==> src/rtl/cnn_argmax_classifier.sv <==
// cnn_argmax_classifier: output stage after the fully-connected layer.
// Captures six signed class scores, adds a saturating per-class bias,
// scans them one per cycle for the winner (lowest index on ties) and
// offers the result on a valid/ready port. Frames arriving while busy
// are dropped and counted in a saturating counter.
module cnn_argmax_classifier #(
    parameter int DW = 24,
    parameter int CW = 8
) (
    input  logic          CLK,
    input  logic          RST,
    input  logic          DIN_VALID,
    input  logic [DW-1:0] DIN1,
    input  logic [DW-1:0] DIN2,
    input  logic [DW-1:0] DIN3,
    input  logic [DW-1:0] DIN4,
    input  logic [DW-1:0] DIN5,
    input  logic [DW-1:0] DIN6,
    input  logic          BIAS_WEN,
    input  logic          BIAS_REN,
    input  logic [2:0]    BIAS_ADDR,
    input  logic [DW-1:0] BIAS_WDATA,
    output logic [DW-1:0] BIAS_RDATA,
    output logic          OUT_VALID,
    input  logic          OUT_READY,
    output logic [2:0]    CLASS_IDX,
    output logic [DW-1:0] CLASS_SCORE,
    output logic          BUSY,
    output logic [CW-1:0] DROP_CNT
);

    typedef enum logic [1:0] {IDLE, SCAN, OUT} state_t;

    localparam logic signed [DW-1:0] SMAX = {1'b0, {(DW-1){1'b1}}};
    localparam logic signed [DW-1:0] SMIN = {1'b1, {(DW-1){1'b0}}};

    state_t state, next_state;

    logic signed [DW-1:0] bias    [6];
    logic signed [DW-1:0] score   [6];
    logic signed [DW-1:0] din_vec [6];
    logic signed [DW-1:0] biased  [6];
    logic signed [DW-1:0] best_score;
    logic [2:0]           best_idx;
    logic [2:0]           cnt;

    logic signed [DW-1:0] cand;
    logic signed [DW-1:0] next_best_score;
    logic [2:0]           next_best_idx;
    logic                 capture;
    logic                 drop;
    logic                 scan_done;
    logic                 handshake;

    // Add at DW+1 bits, clamp to the signed DW-bit range on overflow.
    function automatic logic signed [DW-1:0] sat_add(
        input logic signed [DW-1:0] a,
        input logic signed [DW-1:0] b
    );
        logic signed [DW:0] sum;
        sum = {a[DW-1], a} + {b[DW-1], b};
        if (sum[DW] != sum[DW-1])
            return sum[DW] ? SMIN : SMAX;
        return sum[DW-1:0];
    endfunction

    // Bias every incoming score; only consumed on the capture edge.
    always_comb begin
        din_vec[0] = DIN1;
        din_vec[1] = DIN2;
        din_vec[2] = DIN3;
        din_vec[3] = DIN4;
        din_vec[4] = DIN5;
        din_vec[5] = DIN6;
        for (int i = 0; i < 6; i++)
            biased[i] = sat_add(din_vec[i], bias[i]);
    end

    // One scan step: strict greater-than keeps the lowest index on ties.
    always_comb begin
        cand            = score[cnt];
        next_best_score = best_score;
        next_best_idx   = best_idx;
        if (cand > best_score) begin
            next_best_score = cand;
            next_best_idx   = cnt;
        end
    end

    assign capture   = DIN_VALID && (state == IDLE);
    assign drop      = DIN_VALID && (state != IDLE);
    assign scan_done = (state == SCAN) && (cnt == 3'd5);
    assign handshake = (state == OUT) && OUT_READY;
    assign BUSY      = (state != IDLE);

    // State register.
    always_ff @(posedge CLK or posedge RST) begin
        // NOTE: sequential state always uses non-blocking assignments so every
        // flop samples pre-edge values regardless of statement order.
        if (RST) state <= IDLE;
        else     state <= next_state;
    end

    // Next-state logic.
    always_comb begin
        // NOTE: default first so no path through the case leaves next_state
        // unassigned, which would otherwise infer a latch.
        next_state = state;
        case (state)
            IDLE:    if (DIN_VALID) next_state = SCAN;
            SCAN:    if (cnt == 3'd5) next_state = OUT;
            OUT:     if (OUT_READY) next_state = IDLE;
            default: next_state = IDLE;
        endcase
    end

    // Score capture, sequential scan and result register.
    always_ff @(posedge CLK or posedge RST) begin
        if (RST) begin
            for (int i = 0; i < 6; i++) score[i] <= '0;
            best_score  <= '0;
            best_idx    <= '0;
            cnt         <= '0;
            OUT_VALID   <= 1'b0;
            CLASS_IDX   <= '0;
            CLASS_SCORE <= '0;
        end else begin
            if (capture) begin
                for (int i = 0; i < 6; i++) score[i] <= biased[i];
                best_score <= biased[0];
                best_idx   <= 3'd0;
                cnt        <= 3'd1;
            end else if (state == SCAN) begin
                best_score <= next_best_score;
                best_idx   <= next_best_idx;
                cnt        <= cnt + 3'd1;
            end
            if (scan_done) begin
                CLASS_IDX   <= next_best_idx;
                CLASS_SCORE <= next_best_score;
                OUT_VALID   <= 1'b1;
            end else if (handshake) begin
                OUT_VALID <= 1'b0;
            end
        end
    end

    // Bias file writes; unmapped addresses are ignored.
    always_ff @(posedge CLK or posedge RST) begin
        // NOTE: the bias file is six plain flops rather than a RAM macro, so it
        // can take the asynchronous clear like any other register.
        if (RST) begin
            for (int i = 0; i < 6; i++) bias[i] <= '0;
        end else if (BIAS_WEN && (BIAS_ADDR < 3'd6)) begin
            bias[BIAS_ADDR] <= BIAS_WDATA;
        end
    end

    // Registered bias read; returns pre-write data on a same-cycle write.
    always_ff @(posedge CLK or posedge RST) begin
        if (RST)
            BIAS_RDATA <= '0;
        else if (BIAS_REN)
            BIAS_RDATA <= (BIAS_ADDR < 3'd6) ? bias[BIAS_ADDR] : '0;
    end

    // Saturating dropped-frame counter.
    always_ff @(posedge CLK or posedge RST) begin
        if (RST)
            DROP_CNT <= '0;
        else if (drop && (DROP_CNT != {CW{1'b1}}))
            DROP_CNT <= DROP_CNT + 1'b1;
    end

endmodule

==> config.mk <==
export PLATFORM = sky130hd
export DESIGN_NAME = cnn_argmax_classifier
export DESIGN_NICKNAME = d
export VERILOG_FILES = /design/src/rtl/cnn_argmax_classifier.sv
export SDC_FILE = /design/constraint.sdc
export NUM_CORES = 1
export LEC_CHECK = 0
export ABC_AREA = 1
export CAP_MARGIN = 20
export CORE_ASPECT_RATIO = 1.75
export CORE_MARGIN = 2
export CORE_UTILIZATION = 54
export DETAILED_ROUTE_END_ITERATION = 16
export GPL_ROUTABILITY_DRIVEN = 0
export GPL_TIMING_DRIVEN = 0
export PLACE_DENSITY = 0.84
export SETUP_SLACK_MARGIN = 0.15
export SLEW_MARGIN = 20
export SYNTH_ARGS = -nofsm -noshare
export SYNTH_HDL_FRONTEND = slang
export SYNTH_SLANG_ARGS = --single-unit
==> constraint.sdc <==
create_clock -name CLK -period 12.3 [get_ports CLK]
set_clock_uncertainty 0.15 [all_clocks]
set_input_delay 1.23 -clock CLK [delete_from_list [all_inputs] [get_ports CLK]]
set_output_delay 1.23 -clock CLK [all_outputs]
set_load 0.02 [all_outputs]
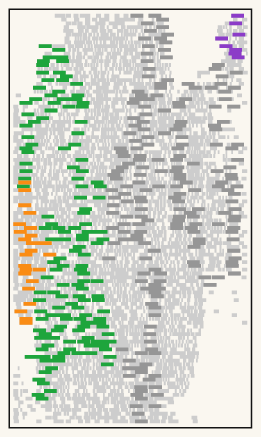
**Above:** where the registers sit.
legend:
  purple:
    name_in_the_netlist: `DROP_CNT`
    placed_flops: 8
    where: north-east
  orange:
    name_in_the_netlist: `BIAS_RDATA`
    placed_flops: 24
    where: west
  green:
    name_in_the_netlist: `bias`
    placed_flops: 144
    where: a vertical strip on the left

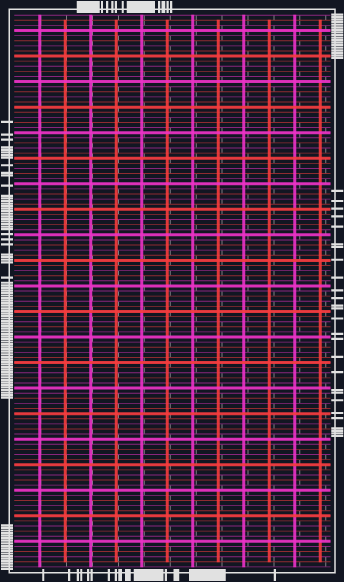
**Above:** supply network.
Pins as bars on the die edge. Tap cells in grey.
legend:
  magenta:
    net: VSS
  red:
    net: VDD
tap cells: 660
rows: 108
met1 rails: 109
signal pins: 238
met4 straps: 12

==> results_slide.txt <==
Key Metrics from the Run

Global route
  • First-pass GRT wire length: approximately 160000 um

Clocking
  • Num CTS Buffers: 38

Synth
  • Mux share: 0.00879
  • Xor/xnor share: 0.0381
  • Post-synthesis register bit count: 380
  • Dominant kind of combinational cell: simple AND/OR/NAND/NOR gates

Cells and area
  • Dominant logic cell types in the final layout: 1092 x nand2_1, 380 x dfrtp_1, 331 x inv_1
  • Final Instance Count excl. Fillers: 4705

Floorplanning
  • Io pins: between 200 and 250

Setup path
  • Worst EP arrival: ~4.6 ns
  • Crit Path Class: register to register
  • R2R Setup Slk: between 7 and 8 ns

Run status
  • Status: finished, final reports clean

Pwr
  • P_sw: approximately 0.0037 W
  • Sw frac: 0.493
  • Sequential power share: 0.292
  • Pleak: 15.8 nW

STA
  • Unrepaired setup endpoints after global routing: no
  • Slew headroom: 0.344

Min path
  • Worst Hold Class: register to register

Place
  • HPWL after detailed placement: 82800 um

Detailed routing
  • Number of DRC markers in iteration 0: 2897
  • Vias: 28187
  • Pre-antenna DRT Iters: 7

Run
  • Max Cap Viol: 0
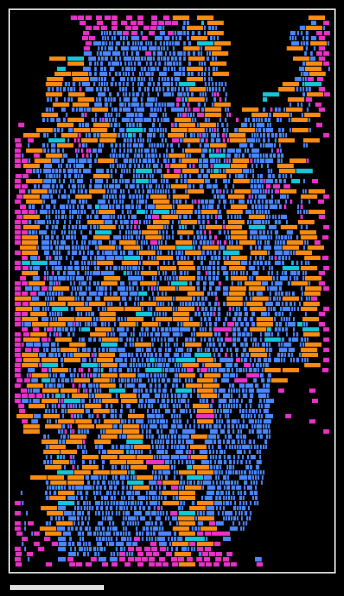
**Above:** placement by cell class.
The bar under the picture is 50 um long.
legend:
  cyan:
    class: clock drivers and dummy loads
    cells: 70
    share_of_their_area: 4.1%
  blue:
    class: all other logic
    cells: 3223
    share_of_their_area: 55%
  magenta:
    class: other buffers and delay cells
    cells: 369
    share_of_their_area: 10%
  orange:
    class: flops
    cells: 380
    share_of_their_area: 31%

==> stage by stage <==
stage,TNS (ns),util
2_1_floorplan,0,-
3_3_place_gp,-1427.23,0.608
3_5_place_dp,0,0.611
4_1_cts,0,0.636
5_1_grt,0,0.636
6_report,0,0.636
==> cell usage after synthesis, drive strengths merged, types with 21 or more instances <==
cell,instances,area share
dfrtp,380,0.35
mux2,21,0.0088
ha,171,0.080
nand4,76,0.019
xor2,83,0.027
nand2,1172,0.17
clkbuf,85,0.012
a22oi,42,0.012
o21ai,322,0.060
xnor2,34,0.011
buf,44,0.013
inv,344,0.048
a21oi,236,0.045
nor2,337,0.049
nand3,257,0.052
==> state kept, by name, indices dropped and copies added (netlist names) <==
register	cells
best_score	24
OUT_VALID	1
state	2
bias	144
BIAS_RDATA	24
score	144
cnt	3
best_idx	3
CLASS_SCORE	24
DROP_CNT	8
CLASS_IDX	3
==> cells by family after synthesis <==
logic type                 Yosys count
AOI/OAI and AO/OA                  674
DFF                                380
xor gates and xnor gates           117
muxes                               21
adders and majority gates          177
buffers and inverters              474
and+or+nand+nor                   1889
==> worst min path at each step <==
stage | end | slack [ns] | depth (start not counted)
2_1_floorplan | score[96]$_DFFE_PP0P_ | 0.29 | 2
3_3_place_gp | score[23]$_DFFE_PP0P_ | 0.31 | 2
3_5_place_dp | CLASS_SCORE[5]$_DFFE_PP0P_ | 0.32 | 2
4_1_cts | score[23]$_DFFE_PP0P_ | 0.33 | 2
5_1_grt | score[23]$_DFFE_PP0P_ | 0.34 | 2
6_report | CLASS_SCORE[5]$_DFFE_PP0P_ | 0.33 | 2
==> critical path, stage by stage, from the launching register on <==
cell and delay (ns):
dfrtp_1 0.47, buf_2 0.24, inv_2 0.18, clkbuf_1 0.35, nor2_1 0.08, o21ai_0 0.69, a32oi_1 0.27, inv_1 0.14
ha_1 0.13, nand2_1 0.06, nor2_1 0.15, nand4_1 0.13, nor2_2 0.18, nand2_1 0.14, nand3_1 0.09, nand2_1 0.08
nand2_4 0.13, buf_4 0.20, nand3_1 0.10, nand3_1 0.16, nand2_1 0.06
==> power groups by stage <==
| stage | Clock [W] | Combinational [W] | Sequential [W] |
|---|---|---|---|
| detailed placement | 0 | 0.00397 | 0.00214 |
| finish | 0.00120 | 0.00413 | 0.00219 |
| floorplan | 0 | 0.00278 | 0.00201 |
| global route | 0.00124 | 0.00455 | 0.00221 |
| global placement | 0 | 0.00386 | 0.00213 |
| CTS | 0.00119 | 0.00400 | 0.00212 |
==> area by class of cell <==
class | count | area [sq um] | share of cell area
Antenna cell | 3 | 7.51 | 0.000239
Buffer | 129 | 678 | 0.0215
Clock buffer | 51 | 1070 | 0.0340
Clock inverter | 19 | 191 | 0.00608
Inverter | 345 | 1310 | 0.0415
Multi-Input combinational cell | 2878 | 15400 | 0.490
Sequential cell | 380 | 9510 | 0.302
Tap cell | 660 | 826 | 0.0262
Timing Repair Buffer | 240 | 2470 | 0.0786
==> layer usage <==
metal  track usage  wire (um)  vias to the layer above
li1              -          -                    12860
met1         0.424      34100                    12884
met2         0.668      48200                     1808
met3        0.0941      10400                      633
met4         0.398      13200                        2
met5             0         13                        -
Power and IR drop assume default switching activity.
